File: src/rtl/ns_pkg.sv
// -----------------------------------------------------------------------------
// ns_pkg
// Shared project package for the neural-network output stage.
//   NS_N_CLASSES : default number of output-neuron scores per inference
//   NS_DATA_W    : default signed score width (matches neuron data_out)
//   state_t      : argmax classifier FSM state encoding
// -----------------------------------------------------------------------------
package ns_pkg;

    localparam int NS_N_CLASSES = 10;
    localparam int NS_DATA_W    = 32;

    // COLLECT: accepting scores; HOLD: presenting a result downstream.
    typedef enum logic [0:0] {
        COLLECT = 1'b0,
        HOLD    = 1'b1
    } state_t;

endpackage

File: src/rtl/argmax_classifier_if.sv
// -----------------------------------------------------------------------------
// argmax_classifier_if
// Bundles the score input stream and the result output stream.
//   in_valid / in_ready / in_data / in_last  : score stream into the classifier
//   out_valid / out_ready                    : result handshake
//   class_idx / class_score / frame_err      : result payload
//
// Handshake: a transfer happens on a rising clock edge where valid and ready
// are both 1. The producer holds its payload stable while valid is 1 and not
// yet accepted; ready may be driven regardless of valid.
//
// Modports:
//   slave  : the classifier's view (consumes scores, produces results)
//   master : the environment's view (produces scores, consumes results)
// -----------------------------------------------------------------------------
interface argmax_classifier_if #(
    parameter int DATA_W = 32,
    parameter int IDX_W  = 4
);

    logic              in_valid;
    logic              in_ready;
    logic [DATA_W-1:0] in_data;
    logic              in_last;

    logic              out_valid;
    logic              out_ready;
    logic [IDX_W-1:0]  class_idx;
    logic [DATA_W-1:0] class_score;
    logic              frame_err;

    modport slave (
        input  in_valid,
        input  in_data,
        input  in_last,
        output in_ready,
        output out_valid,
        input  out_ready,
        output class_idx,
        output class_score,
        output frame_err
    );

    modport master (
        output in_valid,
        output in_data,
        output in_last,
        input  in_ready,
        input  out_valid,
        output out_ready,
        input  class_idx,
        input  class_score,
        input  frame_err
    );

endinterface

File: src/rtl/argmax_classifier_score_compare.sv
// -----------------------------------------------------------------------------
// score_compare
// Running-maximum register for one inference frame.
//   clk        : clock
//   rst        : synchronous active-high reset, clears best to 0 / index 0
//   load       : a score transfer happens this cycle
//   first      : this transfer is the first of the frame (loads unconditionally)
//   in_data    : signed score
//   in_idx     : index of this score within the frame
//   best_score : current maximum score
//   best_idx   : index of the current maximum
// -----------------------------------------------------------------------------
module score_compare #(
    parameter int DATA_W = 32,
    parameter int IDX_W  = 4
) (
    input  logic              clk,
    input  logic              rst,
    input  logic              load,
    input  logic              first,
    input  logic [DATA_W-1:0] in_data,
    input  logic [IDX_W-1:0]  in_idx,
    output logic [DATA_W-1:0] best_score,
    output logic [IDX_W-1:0]  best_idx
);

    logic greater;

    // Strictly greater: on a tie the earlier (lower) index is kept.
    assign greater = $signed(in_data) > $signed(best_score);

    always_ff @(posedge clk) begin
        if (rst) begin
            best_score <= '0;
            best_idx   <= '0;
        end else if (load && (first || greater)) begin
            best_score <= in_data;
            best_idx   <= in_idx;
        end
    end

endmodule

File: src/rtl/argmax_classifier.sv
// -----------------------------------------------------------------------------
// argmax_classifier
// Consumes N_CLASSES signed scores per inference and reports the index and
// value of the maximum, plus a flag when the frame length was wrong.
//   clk       : sole clock, rising edge
//   rstn      : synchronous reset, active-high (1 = in reset)
//   bus       : argmax_classifier_if.slave, score stream in / result out
//   dbg_state : current FSM state, for observation only
//
// Result registers are the running-maximum registers themselves: once the
// frame ends no further transfers occur, so they stay stable through HOLD.
// -----------------------------------------------------------------------------
module argmax_classifier
    import ns_pkg::*;
#(
    parameter int N_CLASSES = NS_N_CLASSES,
    parameter int DATA_W    = NS_DATA_W,
    parameter int IDX_W     = $clog2(N_CLASSES)
) (
    input  logic                  clk,
    input  logic                  rstn,
    argmax_classifier_if.slave    bus,
    output state_t                dbg_state
);

    localparam logic [IDX_W-1:0] LAST_IDX = IDX_W'(N_CLASSES - 1);

    state_t            state;
    logic [IDX_W-1:0]  cnt;
    logic              frame_err_q;

    logic              xfer;
    logic              last_slot;
    logic              frame_end;
    logic              accept;

    // No score is accepted while reset is held, nor while a result is pending.
    assign bus.in_ready = (state == COLLECT) && !rstn;
    assign bus.out_valid = (state == HOLD);

    assign xfer      = bus.in_valid && bus.in_ready;
    assign last_slot = (cnt == LAST_IDX);
    assign frame_end = xfer && (bus.in_last || last_slot);
    assign accept    = (state == HOLD) && bus.out_ready;

    always_ff @(posedge clk) begin
        if (rstn) begin
            state       <= COLLECT;
            cnt         <= '0;
            frame_err_q <= 1'b0;
        end else begin
            case (state)
                COLLECT: begin
                    if (xfer) begin
                        if (frame_end) begin
                            state <= HOLD;
                            cnt   <= '0;
                            // Error when in_last and the final slot disagree:
                            // early in_last, or no in_last on the final slot.
                            frame_err_q <= bus.in_last ^ last_slot;
                        end else begin
                            cnt <= cnt + IDX_W'(1);
                        end
                    end
                end
                HOLD: begin
                    if (accept) begin
                        state <= COLLECT;
                    end
                end
                default: state <= COLLECT;
            endcase
        end
    end

    score_compare #(
        .DATA_W (DATA_W),
        .IDX_W  (IDX_W)
    ) u_score_compare (
        .clk        (clk),
        .rst        (rstn),
        .load       (xfer),
        .first      (cnt == '0),
        .in_data    (bus.in_data),
        .in_idx     (cnt),
        .best_score (bus.class_score),
        .best_idx   (bus.class_idx)
    );

    assign bus.frame_err = frame_err_q;
    assign dbg_state     = state;

endmodule

File: src/flat_wrapper.sv
// flat-port wrapper written by rule: the top's interface ports become plain ports
module argmax_classifier_flat import ns_pkg::*;
#(
    parameter int N_CLASSES = NS_N_CLASSES,
    parameter int DATA_W    = NS_DATA_W,
    parameter int IDX_W     = $clog2(N_CLASSES)
)
  (clk, rstn, dbg_state, bus_in_valid, bus_in_data, bus_in_last, bus_in_ready, bus_out_valid, bus_out_ready, bus_class_idx, bus_class_score, bus_frame_err);
  argmax_classifier_if #(.DATA_W(DATA_W), .IDX_W(IDX_W)) bus_i ();
  input  logic clk;
  input  logic rstn;
  output state_t dbg_state;
  input wire logic [$bits(bus_i.in_valid)-1:0] bus_in_valid;
  input wire logic [$bits(bus_i.in_data)-1:0] bus_in_data;
  input wire logic [$bits(bus_i.in_last)-1:0] bus_in_last;
  output wire logic [$bits(bus_i.in_ready)-1:0] bus_in_ready;
  output wire logic [$bits(bus_i.out_valid)-1:0] bus_out_valid;
  input wire logic [$bits(bus_i.out_ready)-1:0] bus_out_ready;
  output wire logic [$bits(bus_i.class_idx)-1:0] bus_class_idx;
  output wire logic [$bits(bus_i.class_score)-1:0] bus_class_score;
  output wire logic [$bits(bus_i.frame_err)-1:0] bus_frame_err;
  assign bus_i.in_valid = bus_in_valid;
  assign bus_i.in_data = bus_in_data;
  assign bus_i.in_last = bus_in_last;
  assign bus_in_ready = bus_i.in_ready;
  assign bus_out_valid = bus_i.out_valid;
  assign bus_i.out_ready = bus_out_ready;
  assign bus_class_idx = bus_i.class_idx;
  assign bus_class_score = bus_i.class_score;
  assign bus_frame_err = bus_i.frame_err;
  argmax_classifier #(.N_CLASSES(N_CLASSES), .DATA_W(DATA_W), .IDX_W(IDX_W)) u_core (.clk(clk), .rstn(rstn), .bus(bus_i), .dbg_state(dbg_state));
endmodule
File: config.mk
export PLATFORM = sky130hd
export DESIGN_NAME = argmax_classifier_flat
export DESIGN_NICKNAME = d
export VERILOG_FILES = /design/src/rtl/ns_pkg.sv /design/src/rtl/argmax_classifier_if.sv /design/src/rtl/argmax_classifier_score_compare.sv /design/src/rtl/argmax_classifier.sv /design/src/flat_wrapper.sv
export SDC_FILE = /design/constraint.sdc
export NUM_CORES = 1
export LEC_CHECK = 0
export CORE_ASPECT_RATIO = 1.1
export CORE_UTILIZATION = 40
export DETAILED_ROUTE_END_ITERATION = 10
export GPL_TIMING_DRIVEN = 0
export PLACE_DENSITY_LB_ADDON = 0.25
export SLEW_MARGIN = 10
export SYNTH_ARGS = -nofsm -noshare
export SYNTH_HDL_FRONTEND = slang
export SYNTH_HIERARCHICAL = 1
export SYNTH_SLANG_ARGS = --single-unit
export TNS_END_PERCENT = 1
File: constraint.sdc
create_clock -name clk -period 2.6 [get_ports clk]
set_clock_uncertainty 0.15 [all_clocks]
set_input_delay 0.52 -clock clk [delete_from_list [all_inputs] [get_ports clk]]
set_output_delay 0.52 -clock clk [all_outputs]
set_load 0.03 [all_outputs]
==> results.tsv <==
metric	value	unit
dpl.cell_count	479	
place_congestion	0.7450	
fp-row-count	32	
lay_top_count	nand2b_1	
finalPower	2.134	mW
ios	77	
port_buffers	75	
finalMaxSlewViolations	0	
drv_cap	0	
drtIter0Drc	60	
grt_overflow	0	
syn_inst	319	
power_frac_seq	34.4	%
synthDominantAreaCellType	dfxtp_1	
warnings	30	
ys_sh_mux	12.42	%
ys_area	0.002900	mm^2
htree_levels	2	
mappedNetlistArea	0.002900	mm^2
yosysMostFrequentCell	nand2b_1	
slowest_delay	0.57	ns
pwr-share-clk	30.6	%
vias_per_cell	4.896	
peakVddDrop	0.2938	mV
cpLargestDelayFamily	simple AND/OR/NAND/NOR gates	
clk_pin_slew	0.09	ns
die_area	0.007596	mm^2
max_freq	377.6	MHz
placed_area	0.003909	mm^2
die_w	83.19	um
violations	setup timing	
postLayoutCoreUtil	62.02	%
startpoint_type	register	
fp-utilization	41.39	%
setup_viol	31	
timing.hold.ws	0.2548	ns
post_cts.repair.setup_buffers	4	
worstPathMaxFanout	7	
path_buffers	3	
ant_nets	0	
top_cell_area_share	28.99	%
power_frac_comb	34.9	%
power_density	491.0	mW/mm^2
cp-end-kind	register	
grt_pass1_wl	11.06	mm
diodes	0	
fa_ha_area_share	15.53	%
grt_max_degree	14	
synth.area.top_cells	dfxtp_1, ha_1, mux2i_1, nand2b_1, or2b_1	
path_cells	inv_2 > ha_4 > nand4_1 > or4_4 > o211ai_2 > o21ba_4 > a211oi_2 > buf_6 > clkbuf_16 > mux2i_1	
ys_warn_count	6	
status	finished with violations	
yosysUniqueCellTypes	40	
grt_pass1_vias	2417	
dp_hpwl	4.780	mm
finalWorstSetupSlack	-0.04813	ns
clkLatencyLatePin	0.30	ns
layout.cells.most_common_list	nand2b_1, clkdlybuf4s50_1, mux2i_1, inv_1, dfxtp_2	
hold_viol_final	0	
crit_type	reg2reg	
wl_per_cell	13.63	um
netlist_logic_family_top	simple AND/OR/NAND/NOR gates	
drcViolationCount	0	
postSynth.asyncResetShare	0	%
power groups by stage:
stage	Clock, mW	Sequential [mW]	Combinational (mW)
floorplan	0	0.833	0.333
CTS	0.672	0.734	0.688
finish	0.653	0.735	0.745
global route	0.700	0.745	0.812
detailed placement	0	0.749	0.650
global placement	0	0.747	0.643
area by class of cell:
type	instances	area, um^2
Sequential cell	42	879.6
Clock buffer	6	82.58
Inverter	39	146.4
Timing Repair Buffer	87	825.8
Multi-Input combinational cell	224	2125
Clock inverter	2	60.06
Buffer	14	120.1
Fill cell	592	2661
Tap cell	85	106.4
through the flow:
| step | TNS [ns] | worst slack [ns] |
|---|---|---|
| 3_3_place_gp | -22.98 | -0.6852 |
| 2_1_floorplan | 0 | 0.001503 |
| 5_1_grt | -4.652 | -0.1554 |
| 6_report | -0.8422 | -0.04813 |
| 3_5_place_dp | -23.44 | -0.6996 |
| 4_1_cts | -0.06275 | -0.01914 |
path summary, 6_finish.rpt:
path | endpoint | slack [ns] | cells after the start | from
max reg2reg | u_core/u_score_compare/best_score[13] | -0.05 | 10 | u_core/u_score_compare/best_score[23]
max | u_core/u_score_compare/best_score[13] | -0.05 | 10 | u_core/u_score_compare/best_score[23]
min | u_core/cnt[3] | 0.25 | 2 | rstn
min reg2reg | u_core/u_score_compare/best_idx[2] | 0.33 | 2 | u_core/u_score_compare/best_idx[2]
registers in the layout, indices dropped and copies added (netlist names):
signal                             cells
u_core/bus.out_valid                   1
u_core/u_score_compare/best_idx        4
u_core/u_score_compare/best_score     32
u_core/cnt                             4
u_core/bus.frame_err                   1
per-layer routing:
layer  GRT usage, %  vias up  wire [um]
met1          21.58     1134       3099
met2          31.22       52       3295
li1               -     1253          -
met3          4.636        4        350
met5              0        -          0
met4          5.460        0         56
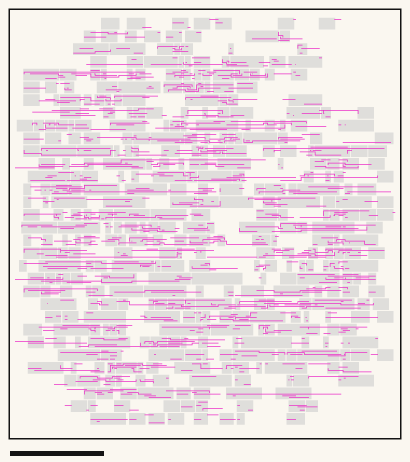
Figure 1: the metal 1 layer.
The bar under the picture is 20 um long.
main direction: horizontal
share of all routed wire: 46%
wire length on this layer: 3,100 um
nets with wire on the layer: 435

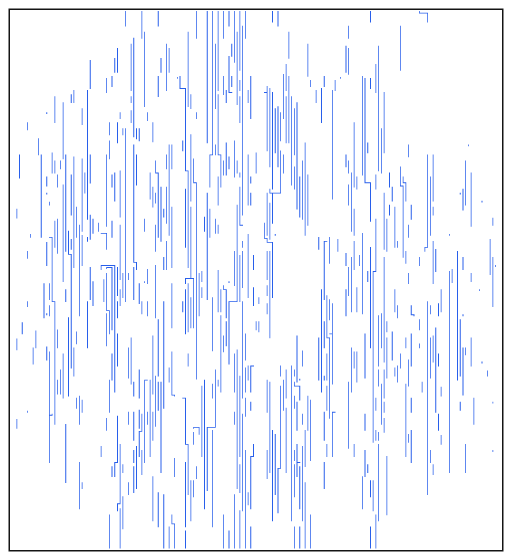
Figure 2: the metal 2 layer.
share of all routed wire: 48%
longest straight run: 34.0 um

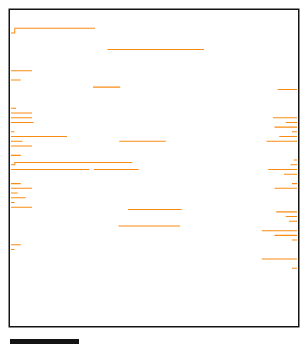
Figure 3: M3 wires.
The bar under the picture is 20 um long.
wire length on this layer: 351 um
main direction: horizontal
longest straight run: 33.8 um
share of all routed wire: 5.2%
nets with wire on the layer: 46
Via Count: 2,443
Total Wirelength: 6.802 mm
M3 GR Usage: 4.636%

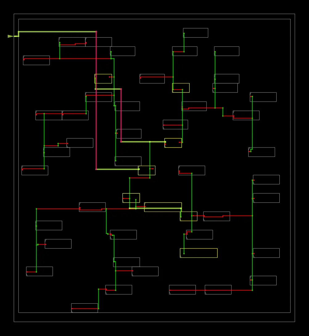
Figure 4: the clock network.
seq_cells: 42
CTS sink cnt: 42

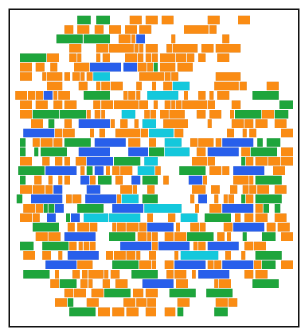
Figure 5: sizing map.
| colour | size | cells |
|---|---|---|
| green | x2 | 64 |
| blue | x3 and x4 | 40 |
| orange | x1 and smaller | 294 |
| cyan | x6 and larger | 16 |
Signal buffers: 101
Syn-to-layout area delta: 49.83%
final instance area: 0.004345 mm^2

No activity file was given, so power comes from the tool's default toggle rates.
